Figure 1. Met2 routing.
Bar = 20 um.
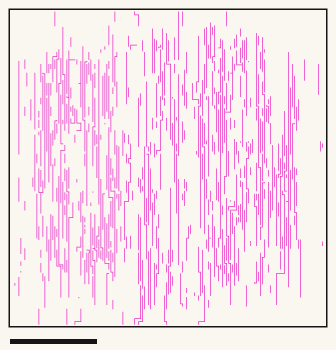
Figure 2. Supply network.
Bar = 20 um. Pins as bars on the die edge.
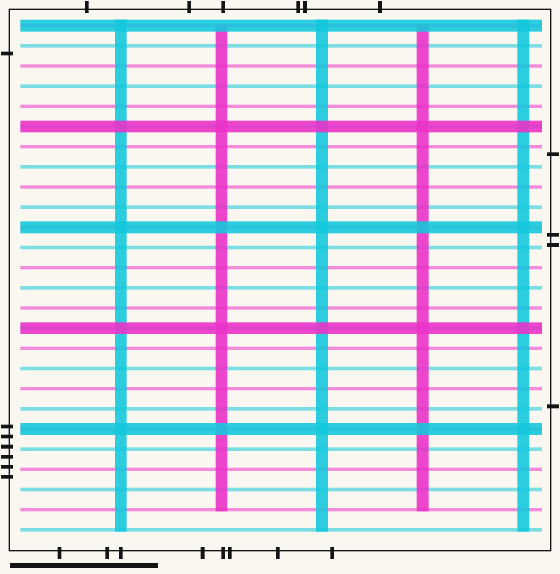
Figure 3. The metal 3 layer.
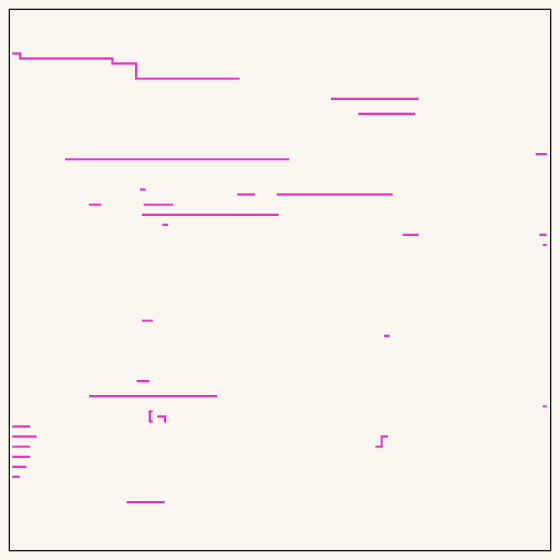
Figure 4. The clock network.
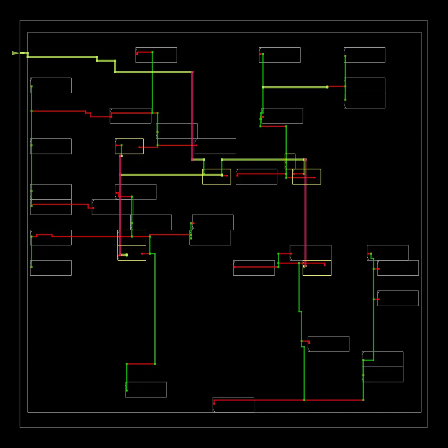
==> config.mk <==
export PLATFORM = sky130hd
export DESIGN_NAME = seq_pattern_tx
export DESIGN_NICKNAME = d
export VERILOG_FILES = /design/src/rtl/seq_pattern_tx.sv
export SDC_FILE = /design/constraint.sdc
export NUM_CORES = 1
export LEC_CHECK = 0
export CELL_PAD_IN_SITES_DETAIL_PLACEMENT = 1
export CELL_PAD_IN_SITES_GLOBAL_PLACEMENT = 1
export CORE_MARGIN = 1
export CORE_UTILIZATION = 45
export DETAILED_ROUTE_END_ITERATION = 10
export GPL_TIMING_DRIVEN = 0
export PLACE_DENSITY_LB_ADDON = 0.1
export SYNTH_ARGS = -nofsm -noshare
export SYNTH_HDL_FRONTEND = slang
export SYNTH_SLANG_ARGS = --single-unit
==> constraint.sdc <==
create_clock -name clock -period 4.3 [get_ports clock]
set_input_delay 0.645 -clock clock [delete_from_list [all_inputs] [get_ports clock]]
set_output_delay 0.645 -clock clock [all_outputs]
set_load 0.02 [all_outputs]
==> notes.md <==
Figures from the flow reports.

Run status:
- The run finished with clean final reports.

Synth:
- Summing the sequential cell areas from Yosys gives 27.48% of the chip area.
- Sorting the synthesized cells by how often they occur yields sky130_fd_sc_hd__dfxtp_1, sky130_fd_sc_hd__a21oi_1, sky130_fd_sc_hd__o21ai_0.
- The run gives the register bit total from synthesis as 31.
- The run gives the top cell type by instance count after synthesis as sky130_fd_sc_hd__dfxtp_1.
- The run gives the share of synthesized registers carrying an async set or reset as 0%.
- The run gives the cell area after technology mapping as 0.002258 mm2.
- Synthesis produced a netlist whose cell count is 263.
- The run gives the net count of the mapped netlist as 293.
- Sorting the synthesized cells by area gives the leading types as sky130_fd_sc_hd__dfxtp_1, sky130_fd_sc_hd__a21oi_1, sky130_fd_sc_hd__ha_1, sky130_fd_sc_hd__mux4_1, sky130_fd_sc_hd__o21ai_0.
- The run gives the chip area from the yosys synthesis statistics as 0.002258 mm2.
- The post-synth count of flops with an enable pin is 0.
- The run gives the yosys synthesis warning count as 0.
- The most used flip-flop cell after synthesis is sky130_fd_sc_hd__dfxtp_1.
- The biggest area contributor in the post-synthesis netlist is sky130_fd_sc_hd__dfxtp_1.
- The run gives the number of cells in the yosys synthesis report as 263.
- The run puts the area share of the largest cell type after synthesis at 27.48%.
- The run gives the unique cell type count in the Yosys netlist as 53.

Power and ir drop:
- For this design the static power due to leakage is 0.9191 nW.
- The net switching power in the latest report is 0.3743 mW.
- The run puts the share of power burned in the clock network at 24.6%.
- Looking at the power breakdown, sequential logic takes 35.7% of the total.
- The run puts the portion of total power attributed to combinational logic at 39.8%.
- In this run the power density over the cells is 371.9 mW/mm2.
- The run gives the cell internal power dissipation as 0.6038 mW.
- The run gives the power consumption as 0.9781 mW.

Die:
- The die covers 0.005306 mm2.
- The run gives the floorplan-stage core utilization as 47.19%.
- The run puts the standard-cell row count at 25.
- The run gives the total number of tap cells as 67.
- In this run the count of I/O pins placed on the die edge is 25.

Route:
- The iteration count recorded for the first detailed-route pass is 5.
- The run gives the antenna violation net count after detailed routing as 0.
- The run puts the vias per cell at 6.148.
- The run puts the number of DRC markers after the initial detailed-route iteration at 145.

STA:
- The run gives the measured slew at the worst slew-check pin as 587.5 ps.
- The run gives the accumulated negative setup slack as 0 ps.
- In the post-route analysis, the smallest setup slack over all paths is 1476 ps.
- The run puts the count of endpoints failing setup in the final report at 0.
- Counting pins that exceed their max-slew limit in the final report gives 0.
- The run gives the final clock period utilization by the worst path as 65.68%.
- The run gives the hold slack as 479.9 ps.
- The run gives the fmax as 354.1 MHz.
- The run gives the final hold violation count as 0.
- The run puts the worst relative slew slack at 60.55%.

Setup path:
- STA classifies the critical path startpoint as an input port.
- STA classifies the critical path endpoint as a flip-flop.
- Traced cell by cell, the critical path runs through clkdlybuf4s50_1 -> inv_1 -> ha_1 -> buf_2 -> mux2_2 -> mux4_1 -> nand2_1 -> o221ai_1.
- The cell family contributing the most delay on the critical path is buffers and inverters.
- The run gives the required time of the critical path as 4450 ps.
- The run gives the highest cell delay on the worst timing path as 600 ps.
- The run gives the critical-path cell with the highest stage delay as sky130_fd_sc_hd__clkdlybuf4s50_1.
- Looking at the setup timing report, the critical path kind is input port to flip-flop.
- The run puts the worst-case register-to-register setup slack at 2180 ps.
- The run gives the worst reg2reg path depth as 8.
- The run gives the number of buffers and inverters on the critical path as 3.
- The run puts the arrival time at the worst endpoint at 2980 ps.
- The run gives the biggest fanout along the worst timing path as 10.

Cells and area:
- Non-clock inverters in the final layout number 13.
- The layout report gives the multi-input gate share of total cell area as 54.52%.
- Ranked by total area, the top cell class in this layout is combinational gates.
- Sequential cells make up 23.60% of the cell area.
- The run gives the register area as 620.6 um2.
- The run puts the count of multi-input combinational gates at 196.
- The run gives the number of nets in the finished design as 320.
- The run puts the non-clock buffer area fraction after layout at 13.51%.
- The run gives the number of inserted diodes as 0.
- The run gives the final core utilization as 54.95%.
- The run gives the fraction of layout cells with a size suffix above 1 as 12.07%.
- From synthesis to final layout, the design area changed by 16.45%.
- The run puts the filler cell count in the final layout at 582.
- Once layout is done, the placed cells without fillers occupy 0.002630 mm2.
- The run puts the final-layout clock buffer total at 6.

Placement:
- Timing analysis after detailed placement gives a worst setup slack of 1206 ps.
- Once placement finished, the instance area stood at 0.002542 mm2.
- The detailed placer reported the number of placed instances as 350.
- The run puts the final HPWL from detailed placement at 4.774 mm.
- The run gives the number of I/O port buffers as 20.

Job:
- The run puts the tally of OpenROAD warnings at 32.
- The run gives the max-cap violation count as 0.

Clock tree:
- The report puts the hold buffer count at CTS at 0.
- Clock tree synthesis selected as its root buffer the cell sky130_fd_sc_hd__clkbuf_8.
- The run gives the insertion delay to the later sink of the worst-skew pair as 290 ps.
- The run gives the total clock buffers created by CTS as 5.
- The registers of the reported paths see a clock transition of 70 ps.

GRT:
- The run gives the pin count of the biggest net entering global routing as 11.
- The run puts the via count of the first global-routing pass at 2,160.
- Summed over all routing layers, the global router reports a total usage of 26.57%.

Worst hold path:
- The run puts the cell depth of the worst hold path at 2.
- The run gives the class of the most critical hold timing path as flip-flop to flip-flop.
About Figure 1:
main direction: vertical
longest straight run: 54.1 um
share of all routed wire: 48%
wire length on this layer: 3,070 um
nets with wire on the layer: 282
routing usage on met2: 44.96%
sum of routed wire length over all layers: 6.429 mm
via count of the routed design: 2,195

About Figure 2:
legend:
  VDD:
    color: magenta
  VSS:
    color: cyan
met5 straps: 5
met1 rails: 26
signal pins: 25
rows: 25
met4 straps: 5
Max VDD drop: 0.0002236 V
die span in x: 72.84 um
die height: 72.84 um
core area: 0.004786 mm2

About Figure 3:
wire length on this layer: 170 um
share of all routed wire: 2.6%
main direction: horizontal
nets with wire on the layer: 23
met3 track demand over resource in global routing: 3.729%

About Figure 4:
power in the clock group: 0.240 mW
Layout Skew: 9.094 ps
sequential cell count: 31
number of sinks driven by the clock tree: 31

==> cell usage in the layout (no fill, tap or decap), types with 10 or more instances in the layout <==
master                            count
sky130_fd_sc_hd__a21oi_1             26
sky130_fd_sc_hd__a22oi_1             11
sky130_fd_sc_hd__a31oi_1             10
sky130_fd_sc_hd__clkbuf_1            10
sky130_fd_sc_hd__clkdlybuf4s50_1     20
sky130_fd_sc_hd__dfxtp_1             31
sky130_fd_sc_hd__ha_1                10
sky130_fd_sc_hd__inv_1               11
sky130_fd_sc_hd__nand2_1             10
sky130_fd_sc_hd__nand4_1             16
sky130_fd_sc_hd__nor2_1              12
sky130_fd_sc_hd__o21ai_0             21
==> power groups by stage <==
stage	clock network (mW)	logic (mW)	registers [mW]
after detailed placement	0	0.383	0.355
after global placement	0	0.377	0.354
after floorplan	0	0.277	0.347
after global routing	0.251	0.429	0.353
after CTS	0.243	0.388	0.349
final	0.240	0.389	0.349
==> metal layers <==
metal / vias up / global-route usage, % / routed length [um]
met2: 42 / 44.96 / 3070
met4: 0 / 7.407 / 89
met1: 1078 / 35.32 / 3100
met3: 9 / 3.729 / 169
met5: - / 0 / 0
li1: 1066 / - / -
==> kinds of logic (layout without fill, tap and decap cells) <==
logic type               Yosys count  after routing  share of synthesized area (%)
AND-OR/OR-AND                     97             97                          28.09
XOR/XNOR                           5              5                          1.939
adder cells (fa/ha/maj)           10             10                          5.540
buffers and inverters             36             63                          9.030
flip-flops                        31             31                          27.48
multiplexers                      13             13                          9.585
AND/OR/NAND/NOR                   71             71                          18.34
==> worst min-delay path, delay by kind of cell (launching register included) <==
kind / cells / cell delay [ps]
flops: 1 / 310
compound gates: 1 / 70
buf+inv: 1 / 50
Power is estimated from default activity; no workload was simulated.
